<file path="src/rtl/dca_matrix_row_streamer.sv">
// Drains a DCA matrix register onto a valid/ready row stream, one row per beat,
// optionally transposing the matrix first so that columns are streamed instead.
module dca_matrix_row_streamer #(
   parameter  int unsigned MATRIX_SIZE_PARA = 8,
   parameter  int unsigned BW_TENSOR_SCALAR = 32,
   localparam int unsigned BW_TENSOR_ROW    = MATRIX_SIZE_PARA * BW_TENSOR_SCALAR
) (
   input  logic                     clk,
   input  logic                     rstnn,
   input  logic                     start,
   input  logic                     start_transpose,
   input  logic                     clear,
   output logic                     busy,
   output logic                     done,
   output logic                     mreg_transpose,
   output logic                     mreg_shift_up,
   input  logic [BW_TENSOR_ROW-1:0] mreg_upmost_rdata_list1d,
   output logic                     stream_valid,
   input  logic                     stream_ready,
   output logic [BW_TENSOR_ROW-1:0] stream_data,
   output logic                     stream_last
);

   localparam int unsigned CNT_W = $clog2(MATRIX_SIZE_PARA + 1);

   typedef enum logic [1:0] {
      S_IDLE   = 2'd0,
      S_XPOSE  = 2'd1,
      S_STREAM = 2'd2,
      S_DONE   = 2'd3
   } state_t;

   state_t                   r_state;
   logic [CNT_W-1:0]         r_rows_issued;
   logic                     r_valid;
   logic                     r_last;
   logic [BW_TENSOR_ROW-1:0] r_data;

   logic w_handshake;
   logic w_load;

   // A row is pulled from the register whenever the output slot is free or being emptied.
   assign w_handshake = r_valid & stream_ready;
   assign w_load      = (r_state == S_STREAM)
                      & (r_rows_issued < CNT_W'(MATRIX_SIZE_PARA))
                      & (~r_valid | stream_ready);

   assign mreg_shift_up  = w_load & ~clear;
   assign mreg_transpose = (r_state == S_XPOSE) & ~clear;
   assign busy           = (r_state != S_IDLE);
   assign done           = (r_state == S_DONE);
   assign stream_valid   = r_valid;
   assign stream_last    = r_last;
   assign stream_data    = r_data;

   always_ff @(posedge clk or negedge rstnn) begin
      if (!rstnn) begin
         r_state       <= S_IDLE;
         r_rows_issued <= '0;
         r_valid       <= 1'b0;
         r_last        <= 1'b0;
         r_data        <= '0;
      end else if (clear) begin
         r_state       <= S_IDLE;
         r_rows_issued <= '0;
         r_valid       <= 1'b0;
         r_last        <= 1'b0;
      end else begin
         case (r_state)
            S_IDLE: begin
               if (start) begin
                  r_rows_issued <= '0;
                  r_state       <= start_transpose ? S_XPOSE : S_STREAM;
               end
            end
            S_XPOSE: begin
               r_state <= S_STREAM;
            end
            S_STREAM: begin
               if (w_handshake && r_last) begin
                  r_state <= S_DONE;
                  r_valid <= 1'b0;
                  r_last  <= 1'b0;
               end else if (w_load) begin
                  r_data        <= mreg_upmost_rdata_list1d;
                  r_valid       <= 1'b1;
                  r_last        <= (r_rows_issued == CNT_W'(MATRIX_SIZE_PARA - 1));
                  r_rows_issued <= r_rows_issued + CNT_W'(1);
               end else if (w_handshake) begin
                  r_valid <= 1'b0;
               end
            end
            S_DONE: begin
               r_state <= S_IDLE;
            end
            default: begin
               r_state <= S_IDLE;
            end
         endcase
      end
   end

endmodule

</file>
<file path="config.mk">
export PLATFORM = sky130hd
export DESIGN_NAME = dca_matrix_row_streamer
export DESIGN_NICKNAME = d
export VERILOG_FILES = /design/src/rtl/dca_matrix_row_streamer.sv
export SDC_FILE = /design/constraint.sdc
export NUM_CORES = 1
export LEC_CHECK = 0
export ABC_AREA = 0
export ABC_CLOCK_PERIOD_IN_PS = 2900
export CORE_AREA = 2 2 207 209
export CTS_CLUSTER_SIZE = 12
export DETAILED_ROUTE_END_ITERATION = 10
export DIE_AREA = 0 0 209 211
export GPL_TIMING_DRIVEN = 0
export PLACE_DENSITY = 0.64
export SYNTH_ARGS = -nofsm -noshare
export SYNTH_HDL_FRONTEND = slang
export SYNTH_SLANG_ARGS = --single-unit
</file>
<file path="constraint.sdc">
create_clock -name clk -period 2.9 [get_ports clk]
set_clock_uncertainty 0.05 [all_clocks]
set_input_delay 0.435 -clock clk [delete_from_list [all_inputs] [get_ports clk]]
set_output_delay 0.435 -clock clk [all_outputs]
set_load 0.01 [all_outputs]
</file>
Figure 1. Wires at chosen ports, followed through buffers (run 1).
The bar under the picture is 50 um long.
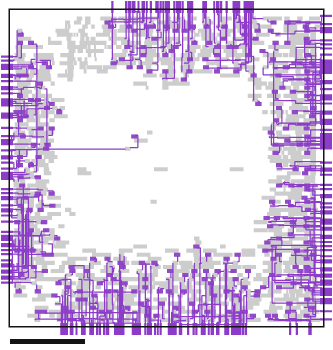
legend:
  `mreg_upmost_rdata_list1d`:
    color: purple
    bits: 256
    direction: input
    edge: 78 right, 74 bottom, 57 left, 47 top
    end_cells: 256
    buffers: 256
    wire: 8380 um

Figure 2. Met2 routing (run 1).
The bar under the picture is 50 um long.
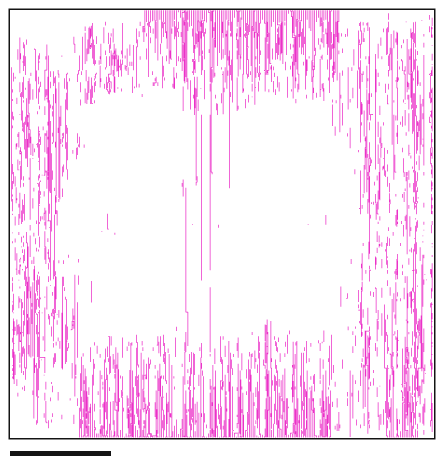
nets with wire on the layer: 1345
main direction: vertical
total number of vias: 7175
met2 Usage GRT: 24.1%

Figure 3. Where the registers sit (run 1).
Other sequential cells in the stronger gray, the rest of the logic in the fainter gray.
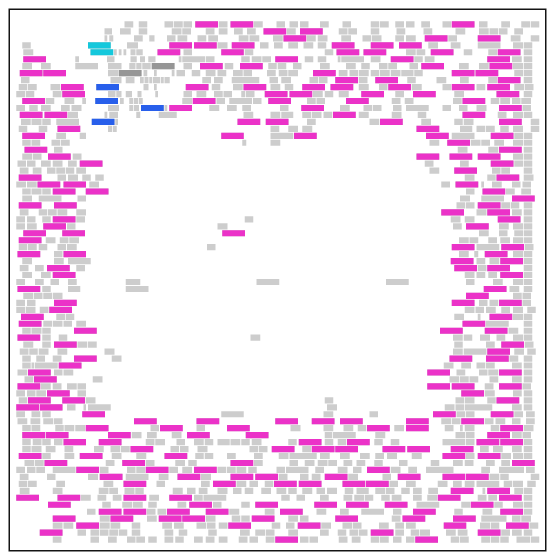
legend:
  `r_rows_issued`:
    color: blue
    flops: 4
    where: upper left
  `r_state`:
    color: cyan
    flops: 2
  `stream_data`:
    color: magenta
    flops: 256
    where: all over the die
not colored: 2

Figure 4. Metal layers overlaid (run 1).
Only two layers are drawn.
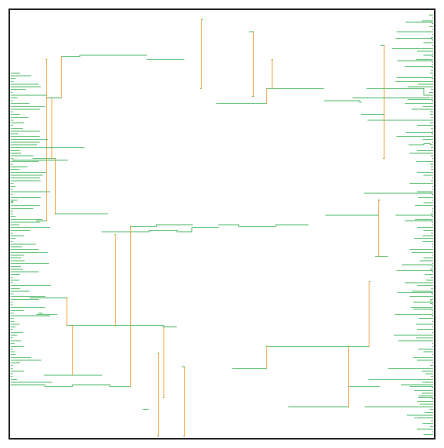
legend:
  metal 3:
    color: green
    wire_length: 2630 um
  metal 4:
    color: orange
    wire_length: 673 um
per-cell routed wire length: 17.9 um
final WL: 30700 um
all-layer global routing usage: 13.7%

==> impl_metrics.csv, run 1 <==
group,metric,value,unit
outcome,outcome,"finished, final reports clean",
floorplanning,coreArea,0.0418,sq mm
layout,comb_share,18.8,%
route,drtIter0Drc,178,
layout,combGateArea,0.00322,sq mm
synth,async_flop_share,100,%
synth,mux_area_share,28.7,%
layout,dominant_cells,"registers",
floorplanning,rows,75,
layout,nonClockBufferCount,556,
clocking,clkTransAtPathRegs,0.06,ns
route,ant_nets,0,
final_timing,setup_violations,0,
worst_setup_path,r2r-start,"r_state[0]$_DFFE_PN0P_",
pwr,power_frac_clock,21.5,%
worst_setup_path,critPathKind,"reg2out",
synth,simple_gate_share,0.938,%
worst_setup_path,cpMaxStageDelayCell,"clkdlybuf4s50_1",
worst_setup_path,cp-startpoint,"r_state[0]$_DFFE_PN0P_",
pwr,power_leader,"combinational cells",
synth,ys_area,0.0101,sq mm
pwr,power.density,1050,mW/mm^2
floorplanning,die_h,211,um
synth,ys_seq_share,65.2,%
placed_design,portBuffers,523,
layout,n_fill_cell,3922,
worst_setup_path,cp.arrival,2.23,ns
synth,ys_cells,601,
layout,layout-drive-gt1-share,11.5,%
layout,lay_top_count,"clkdlybuf4s50_1",
route,via_per_inst,4.18,
pwr,internal-power,12.7,mW
pwr,p_leak,7.12,nW
synth,top_cell,"dfrtp_1",
clocking,clk-insertion-delay-late,0.55,ns
global_routing,grt_pass1_vias,7921,
layout,seqCellArea,0.00661,sq mm
placed_design,post-place-ws,-0.0810,ns
synth,yosys.area.top_type,"dfrtp_1",
global_routing,antenna_found_initial,0,
worst_setup_path,cp_max_fo,6,
synth,yosys-top-cells-area,"dfrtp_1 (65%), mux2_1 (22%), mux2_2 (6.3%)",
placed_design,placed_cells,1665,
layout,final_nets,1426,
final_timing,setup_ws,0.187,ns
global_routing,met1_usage,15.8,%
worst_setup_path,cp_top_family,"buffers and inverters",
clocking,cts_tree,"built",
worst_hold_path,min_path_type,"in2async",
worst_setup_path,rr_worst_depth,7,
clocking,cts_root_buf,"clkbuf_16",
clocking,cts-buffers-inserted,30,
synth,synthTopLogicFamily,"multiplexers",
pwr,power,18.1,mW
floorplanning,io_pins,524,
synth,avgSynthCellArea,16.9,sq um
layout,n_all_inverters,6,
route,route.detailed.drc,0,
flow_run,max_cap_violations,0,
worst_setup_path,slowest_delay,0.58,ns
global_routing,use_met3,4.74,%
global_routing,overflow,0,
synth,syn_nets,868,
placed_design,place_hpwl,23800,um
clocking,clk_path_buf_depth,3,
synth,yosysUniqueCellTypes,27,
pwr,pwr-share-seq,35.5,%
layout,bufAreaShareNonClock,32.7,%
pwr,p_seq,6.43,mW
worst_setup_path,crit_chain,"inv_1 -> ha_2 -> nand2b_2 -> nor3_2 -> clkdlybuf4s50_1",
clocking,htree_levels,1,
final_timing,finalCriticalPeriod,2.71,ns
layout,comb_cells,301,
worst_setup_path,critical_path_buf_inv_count,2,
synth,syn-cell-area,0.0101,sq mm
layout,layout.cells.non_filler,1718,
layout,num_antenna_cells,0,
floorplanning,die_area,0.0441,sq mm
pwr,powerComb,7.76,mW
run 1: layer usage:
metal  wire length, um  vias to the layer above
met3              2630                       43
met1             12000                     3563
li1                  -                     3246
met5                 0                        -
met4               672                        0
met2             15400                      323
run 1: timing repair:
| action | 4_1_cts | 5_1_grt |
|---|---|---|
| endpoints found under the hold margin | 41 | 0 |
| endpoints found under the setup margin | 1 | 1 |
| hold buffers | 1 | 0 |
| resized | 2 | 1 |
run 1: flip-flops by register name (all words and copies together), names as in the netlist:
signal	cells
r_rows_issued	4
r_state	2
stream_last	1
stream_valid	1
stream_data	256
==> run 2, diff against run 1 <==
- SLEW_MARGIN: unset -> 0
Figure 5. Metal layers overlaid (run 2).
Only two layers are drawn.
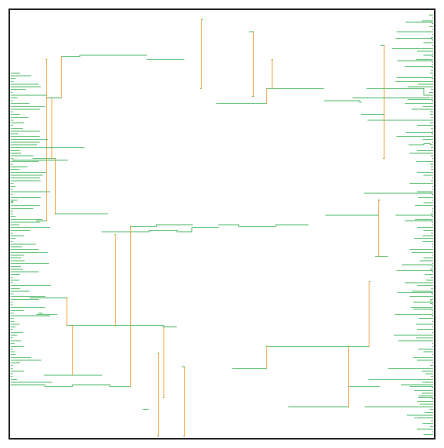
legend:
  metal 3:
    color: green
    wire_length: 2630 um
  metal 4:
    color: orange
    wire_length: 673 um

Figure 6. Wires at chosen ports, followed through buffers (run 2).
The bar under the picture is 50 um long.
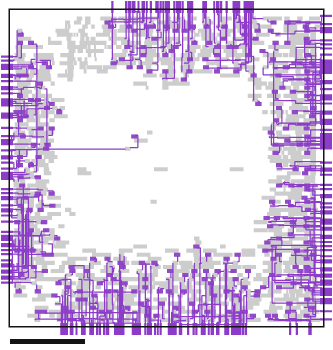
legend:
  `mreg_upmost_rdata_list1d`:
    color: purple
    bits: 256
    direction: input
    edge: 78 right, 74 bottom, 57 left, 47 top
    end_cells: 256
    buffers: 256
    wire: 8380 um
Port Buf Inserts: 523
IO Count: 524

==> run 2 against run 1 <==
Against the previous run:
- clock power is essentially flat
- fmax is the same
- sequential share of layout area is the same
- wire length is the same
- critical endpoint unchanged
- largest power group unchanged
==> impl_metrics.csv, run 2 <==
group,metric,value,unit
layout,dominant_cells,"registers",
worst_setup_path,cp.arrival,2.23,ns
pwr,pwr-share-seq,35.5,%
route,highest_layer,"met4",
final_timing,hold_slack,0.305,ns
final_timing,clock.fmax,369,MHz
placed_design,place_hpwl,23800,um
pwr,p_sw_share,29.7,%
placed_design,placed_cells,1665,
global_routing,use_met3,4.74,%
global_routing,grt_pass1_wl,47000,um
worst_setup_path,reg2reg_to,"stream_data[195]$_DFFE_PN0P_",
clocking,clkTransAtPathRegs,0.06,ns
pwr,power_frac_clock,21.5,%
floorplanning,die_h,211,um
pwr,power,18.1,mW
route,wl_met2,15400,um
layout,comb_cells,301,
synth,avgSynthCellArea,16.9,sq um
layout,seq_share,38.5,%
synth,synthFlopType,"dfrtp_1",
layout,nonClockBufferCount,556,
synth,ys_area,0.0101,sq mm
final_timing,slew_violations,0,
final_timing,setup_ws,0.187,ns
pwr,netSwitchingPower,5.38,mW
synth,yosysTopAreaCellShare,65.2,%
worst_setup_path,cp_max_fo,6,
pwr,powerComb,7.76,mW
synth,yosysUniqueCellTypes,27,
global_routing,grt_usage,13.7,%
worst_setup_path,worstPathRequired,2.41,ns
worst_setup_path,critical_path_buf_inv_count,2,
layout,n_all_inverters,6,
worst_setup_path,cp_top_family,"buffers and inverters",
floorplanning,rows,75,
synth,xor_share,0,%
flow_run,log.warning_count,33,
final_timing,setup_violations,0,
pwr,power_leader,"combinational cells",
synth,ys_ff,264,
route,wirelength,30700,um
outcome,outcome,"finished, final reports clean",
synth,adder_share,0.617,%
synth,common_cells,"dfrtp_1 (264), mux2_1 (200), mux2_2 (57), buf_6 (24), a21oi_1 (7)",
route,drtIter0Drc,178,
floorplanning,fp-utilization,24.3,%
pwr,p_leak,7.12,nW
final_timing,fin_tns_setup,0,ns
synth,simple_gate_share,0.938,%
layout,mostFrequentLayoutCells,"clkdlybuf4s50_1 (522), dfrtp_1 (264), mux2_1 (200)",
route,wl_per_cell,17.9,um
layout,comb_share,18.8,%
clocking,postCtsSetupBuffers,0,
clocking,clk_path_buf_depth,3,
worst_setup_path,cpMaxStageDelayCell,"clkdlybuf4s50_1",
route,ant_nets,0,
worst_setup_path,critPathKind,"reg2out",
pwr,clock_power,3.90,mW
layout,layout-drive-gt1-share,11.5,%
synth,ys_seq_share,65.2,%
layout,fin_util,41.1,%
layout,num_antenna_cells,0,
global_routing,met1_usage,15.8,%
clocking,htree_levels,1,
floorplanning,die_area,0.0441,sq mm
synth,synthCells,601,
layout,lay_top_count,"clkdlybuf4s50_1",
layout,layout.cells.non_filler,1718,
flow_run,max_cap_violations,0,
global_routing,grt_pass1_vias,7921,
clocking,cts_root_buf,"clkbuf_16",
synth,syn-cell-area,0.0101,sq mm
synth,top_cell,"dfrtp_1",
clocking,clk-insertion-delay-late,0.55,ns
final_timing,fin_crit_sh,93.6,%
synth,async_flop_share,100,%
layout,bufAreaShareNonClock,32.7,%
clocking,cts_resized,2,
route,met1Wirelength,12000,um
final_timing,hold_violations,0,
clocking,cts_sinks,264,
layout,seq_cell_count,264,
route,dr_wl_met3,2630,um
pwr,power.density,1050,mW/mm^2
worst_setup_path,r2r_setup_slack,0.46,ns
placed_design,post-place-ws,-0.0810,ns
final_timing,worstMarginPinSlew,0.612,ns
layout,n_fill_cell,3922,
synth,mux_area_share,28.7,%
layout,largest_register_ffs,256,
global_routing,overflow,0,
synth,yosys.area.top_type,"dfrtp_1",
worst_hold_path,min_path_type,"in2async",
pwr,internal-power,12.7,mW
final_timing,finalCriticalPeriod,2.71,ns
worst_setup_path,start_kind,"flop",
layout,final_nets,1426,
pwr,max-vdd-ir-drop,0.000515,V
pwr,power_frac_comb,42.9,%
worst_setup_path,r2r-start,"r_state[0]$_DFFE_PN0P_",
clocking,cts_tree,"built",
clocking,cts-buffers-inserted,30,
worst_setup_path,rr_worst_depth,7,
route,dr_total_vias,7175,
global_routing,grt_use_met2,24.1,%
global_routing,antenna_found_initial,0,
route,via_per_inst,4.18,
pwr,p_seq,6.43,mW
synth,edf_count,0,
synth,synthTopLogicFamily,"multiplexers",
synth,yosys-top-cells-area,"dfrtp_1 (65%), mux2_1 (22%), mux2_2 (6.3%)",
layout,nClkBuffers,44,
layout,seqCellArea,0.00661,sq mm
final_timing,maxSlewHeadroom,59.2,%
final_timing,rsz0062_at_grt,"false",
global_routing,busiest_layer,"met2",
layout,combGateArea,0.00322,sq mm
route,route.detailed.drc,0,
route,drt_pass1_iterations,6,
clocking,hold_buffers,1,
synth,syn_nets,868,
worst_setup_path,crit_chain,"inv_1 -> ha_2 -> nand2b_2 -> nor3_2 -> clkdlybuf4s50_1",
synth,ys_cells,601,
floorplanning,die_w,209,um
floorplanning,coreArea,0.0418,sq mm
worst_setup_path,slowest_delay,0.58,ns
run 2: worst max path at each step:
stage / from / endpoint / slack (ns) / cells past startpoint
after floorplan: r_state[0]$_DFFE_PN0P_ / stream_data[186]$_DFFE_PN0P_ / 0.84 / 7
after global placement: rstnn / stream_data[239]$_DFFE_PN0P_ / -10.45 / 1
after detailed placement: clear / stream_data[96]$_DFFE_PN0P_ / -0.08 / 6
after CTS: r_state[0]$_DFFE_PN0P_ / mreg_shift_up / 0.05 / 5
after global routing: r_state[0]$_DFFE_PN0P_ / mreg_shift_up / 0.004 / 5
final: r_state[0]$_DFFE_PN0P_ / mreg_shift_up / 0.19 / 5
run 2: cells by family (layout without fill, tap and decap cells):
family	Yosys count	after routing
simple gates	18	18
mux	258	258
flops	264	264
buf+inv	36	614
compound gates	20	20
fa+ha+maj	5	5
No activity file was given, so power comes from the tool's default toggle rates.
